Routed clock nets over the placement:
Drawn at 6 px/µm.
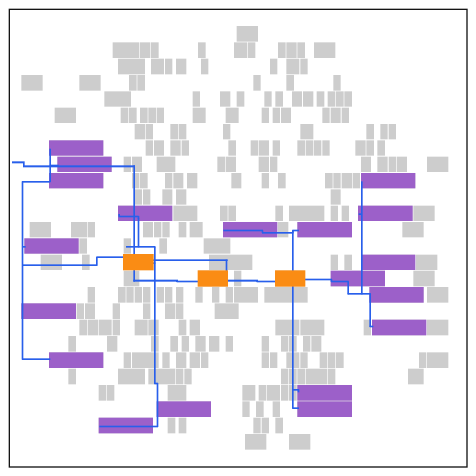
Pin placement:
Drawn at 4 px/µm. Pins as bars across the die edge, other pins in grey.
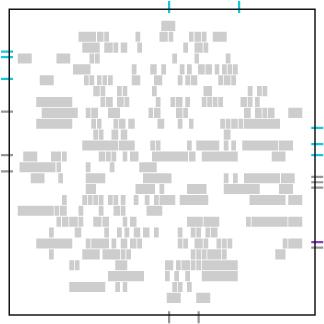
Gate families picked out:
Drawn at 4 px/µm.
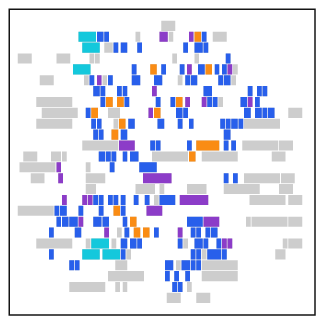
The clock network:
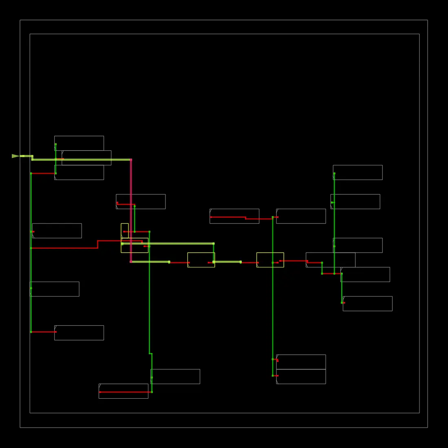
Metal layers overlaid:
Drawn at 4 px/µm. Two of the layers only.
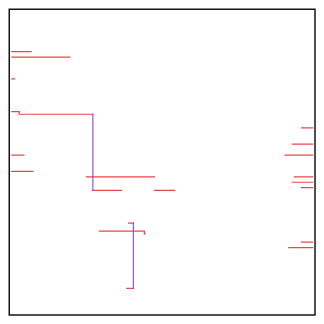
$ cat src/rtl/enc_quad_decoder.sv
// Quadrature decoder for the debounced PmodENC A/B channels: step pulses,
// direction, bounded position counter and illegal-transition detection.
module enc_quad_decoder #(
  parameter int unsigned COUNT_W   = 8,
  parameter int unsigned COUNT_MAX = 255,
  parameter int unsigned DETENT    = 1,
  parameter int unsigned WRAP      = 1
) (
  input  logic               clk,
  input  logic               rst,
  input  logic               a_in,
  input  logic               b_in,
  input  logic               clr,
  output logic               step_cw,
  output logic               step_ccw,
  output logic               dir,
  output logic [COUNT_W-1:0] count,
  output logic               err,
  output logic               err_flag
);

  localparam logic [COUNT_W-1:0] CMAX   = COUNT_W'(COUNT_MAX);
  localparam logic signed [2:0]  PH_MAX = 3'sb011;
  localparam logic signed [2:0]  PH_MIN = 3'sb101;

  logic [1:0]         prev_ab;
  logic [1:0]         cur;
  logic signed [2:0]  ph;
  logic signed [2:0]  ph_n;
  logic               primed;
  logic               cw_q;
  logic               ccw_q;
  logic               bad;
  logic               up;
  logic               down;
  logic [COUNT_W-1:0] count_n;

  // Classify the transition from the last accepted AB to the current one.
  always_comb begin
    cur   = {a_in, b_in};
    cw_q  = 1'b0;
    ccw_q = 1'b0;
    case ({prev_ab, cur})
      4'b0010, 4'b1011, 4'b1101, 4'b0100: cw_q  = 1'b1;
      4'b0001, 4'b0111, 4'b1110, 4'b1000: ccw_q = 1'b1;
      default: ;
    endcase
    bad = primed && ((prev_ab ^ cur) == 2'b11);
  end

  always_comb begin
    up      = 1'b0;
    down    = 1'b0;
    ph_n    = ph;
    count_n = count;
    if (primed) begin
      if (bad) begin
        if (cur == 2'b00) ph_n = 3'sb000;
      end else if (cw_q) begin
        if (DETENT == 0) begin
          up = 1'b1;
        end else if (cur == 2'b00) begin
          up   = (ph == PH_MAX);
          ph_n = 3'sb000;
        end else begin
          ph_n = (ph == PH_MAX) ? PH_MAX : ph + 3'sb001;
        end
      end else if (ccw_q) begin
        if (DETENT == 0) begin
          down = 1'b1;
        end else if (cur == 2'b00) begin
          down = (ph == PH_MIN);
          ph_n = 3'sb000;
        end else begin
          ph_n = (ph == PH_MIN) ? PH_MIN : ph - 3'sb001;
        end
      end
    end
    // Bounded count: wrap or saturate at the ends.
    if (up) begin
      if (count >= CMAX) count_n = (WRAP != 0) ? '0 : CMAX;
      else               count_n = count + COUNT_W'(1);
    end else if (down) begin
      if (count == '0)   count_n = (WRAP != 0) ? CMAX : '0;
      else               count_n = count - COUNT_W'(1);
    end
  end

  always_ff @(posedge clk or posedge rst) begin
    if (rst) begin
      step_cw  <= 1'b0;
      step_ccw <= 1'b0;
      dir      <= 1'b0;
      count    <= '0;
      err      <= 1'b0;
      err_flag <= 1'b0;
      ph       <= 3'sb000;
      prev_ab  <= 2'b00;
      primed   <= 1'b0;
    end else begin
      step_cw  <= up;
      step_ccw <= down;
      err      <= bad;
      if (up)        dir <= 1'b1;
      else if (down) dir <= 1'b0;
      prev_ab  <= cur;
      primed   <= 1'b1;
      if (clr) begin
        count    <= '0;
        ph       <= 3'sb000;
        err_flag <= 1'b0;
      end else begin
        count    <= count_n;
        ph       <= ph_n;
        err_flag <= err_flag | bad;
      end
    end
  end

endmodule

$ cat config.mk
export PLATFORM = sky130hd
export DESIGN_NAME = enc_quad_decoder
export DESIGN_NICKNAME = d
export VERILOG_FILES = /design/src/rtl/enc_quad_decoder.sv
export SDC_FILE = /design/constraint.sdc
export NUM_CORES = 1
export LEC_CHECK = 0
export ABC_AREA = 1
export CAP_MARGIN = 0
export CORE_MARGIN = 1.5
export CORE_UTILIZATION = 28
export CTS_BUF_LIST = sky130_fd_sc_hd__clkbuf_8
export DETAILED_ROUTE_END_ITERATION = 7
export GPL_TIMING_DRIVEN = 1
export PLACE_DENSITY_LB_ADDON = 0.05
export SYNTH_ARGS = -nofsm -noshare
export SYNTH_HDL_FRONTEND = slang
export SYNTH_SLANG_ARGS = --single-unit
$ cat constraint.sdc
create_clock -name clk -period 1.9 [get_ports clk]
set_input_delay 0.285 -clock clk [delete_from_list [all_inputs] [get_ports clk]]
set_output_delay 0.285 -clock clk [all_outputs]
set_load 0.02 [all_outputs]
==> run summary <==
via count of the first global-routing pass = 1,332
Async SR Flop Fraction = 100%
Std-Cell Rows = 26
critical path type = flop to output pin
hold_buf cts = 0
sequential cell fraction of total power = 46.5%
Arrival @ worst endpoint = 1460 ps
final hold violation count = 0
status = finished, final reports clean
H-Tree Depth = 1
largest net degree at the start of global routing = 20
CP max-delay cell = sky130_fd_sc_hd__clkdlybuf4s50_1
CTS max path bufs = 2
number of cells in Yosys stat = 226
multiplexer area fraction after synthesis = 0%
power consumption = 0.000949 W
share of post-route cells with drive strength above 1 = 11.7%
sink count of the clock tree = 19
stage-log warning count = 30
sw power = 0.000294 W
-- 'routed clock nets over the placement' (at the start) --
Key: purple = flip-flops [count 19]; blue = clock wires [length 289 µm]; orange = cells driving clock nets [count 3]
There are 4 routed clock nets.
power share of the clock group: 28.9%
clk latency late pin: 250 ps
final clock skew: 6.19 ps
clock network power consumption: 0.000274 W

-- 'pin placement' (at the start) --
Key: purple = step_ccw [pins 1, direction output, edge right]; cyan = count [pins 8, direction output, edge 3 left, 3 right, 2 top]

-- 'gate families picked out' (at the start) --
Key: purple = NOR gates [cells 25]; cyan = adder and majority cells [cells 6]; orange = inverting AOI/OAI gates [cells 16]; blue = NAND gates [cells 127]

-- 'the clock network' (at the start) --
CTS buffer count: 3
number of clock buffers in the layout: 3
final sequential cell count: 19

-- 'metal layers overlaid' (at the start) --
Key: purple = met4 [wire length 35.4 µm]; red = met3 [wire length 129 µm]
routed vias: 1,395
Detailed Route WL: 3.59 mm
Avg WL per Cell: 11.3 µm

==> power groups by stage <==
stage | Combinational, W | Sequential (W) | Clock (W)
3_5_place_dp | 0.000236 | 0.000450 | 0
5_1_grt | 0.000269 | 0.000446 | 0.000307
4_1_cts | 0.000237 | 0.000442 | 0.000290
6_report | 0.000233 | 0.000441 | 0.000274
3_3_place_gp | 0.000240 | 0.000450 | 0
2_1_floorplan | 0.000160 | 0.000453 | 0
==> area by class of cell <==
class / count / area, µm²
Multi-Input combinational cell: 178 / 907
Sequential cell: 19 / 475
Timing Repair Buffer: 20 / 193
Tap cell: 70 / 87.6
Clock buffer: 3 / 41.3
Inverter: 27 / 101
Fill cell: 598 / 3330
Clock inverter: 1 / 3.75
==> cell usage in the layout, fill, tap and decap left out <==
cell type / count
sky130_fd_sc_hd__buf_4: 3
sky130_fd_sc_hd__a21oi_1: 1
sky130_fd_sc_hd__or2_2: 1
sky130_fd_sc_hd__nand2_4: 2
sky130_fd_sc_hd__o21ai_0: 6
sky130_fd_sc_hd__xnor2_1: 1
sky130_fd_sc_hd__o21ai_1: 8
sky130_fd_sc_hd__nand2_1: 89
sky130_fd_sc_hd__nand3_2: 1
sky130_fd_sc_hd__clkdlybuf4s50_1: 17
sky130_fd_sc_hd__nor2_8: 2
sky130_fd_sc_hd__nand2_2: 6
sky130_fd_sc_hd__xor2_1: 1
sky130_fd_sc_hd__nand4_2: 1
sky130_fd_sc_hd__inv_2: 5
sky130_fd_sc_hd__a21oi_4: 1
sky130_fd_sc_hd__inv_1: 23
sky130_fd_sc_hd__nand3_1: 24
sky130_fd_sc_hd__nor2_4: 3
sky130_fd_sc_hd__nand4_1: 4
sky130_fd_sc_hd__clkbuf_8: 3
sky130_fd_sc_hd__conb_1: 1
sky130_fd_sc_hd__nor2_1: 19
sky130_fd_sc_hd__ha_1: 6
sky130_fd_sc_hd__nor2_2: 1
sky130_fd_sc_hd__dfrtp_1: 19
==> kinds of logic after synthesis <==
logic type	Yosys count
AND/OR/NAND/NOR	153
flip-flops	19
buffers and inverters	29
AND-OR/OR-AND	16
other	1
adder cells (fa/ha/maj)	6
XOR/XNOR	2
==> state kept, by name, indices dropped and copies added, names as in the netlist <==
| signal | cells |
|---|---|
| count | 8 |
| ph | 3 |
| prev_ab | 2 |
| dir | 1 |
| err | 1 |
| err_flag | 1 |
| primed | 1 |
| step_ccw | 1 |
| step_cw | 1 |
==> final timing paths <==
kind / to / slack (ps) / cells past startpoint
setup / recovery: count[3] / 160 / 1
hold / removal: primed / 360 / 3
setup reg to reg: count[2] / 360 / 8
hold reg to reg: dir / 480 / 2
max in group asynchronous: count[4] / 1330 / 3
min in group clk: dir / 480 / 2
==> metal layers <==
layer | track usage [%] | routed length (µm)
met1 | 20.0 | 1960
met2 | 19.4 | 1470
met3 | 3.35 | 129
met4 | 2.41 | 35
met5 | 0 | 0
==> through the flow <==
stage          util (%)  setup TNS [ps]  setup slack [ps]  cells
5_1_grt            35.2               0              90.8    318
3_3_place_gp       34.3           -63.2             -34.0    314
4_1_cts            35.2               0               140    318
2_1_floorplan         -               0               477    226
3_5_place_dp       34.3           -6.84             -4.59    314
6_report           35.2               0               157    318
No activity file was given, so power comes from the tool's default toggle rates.
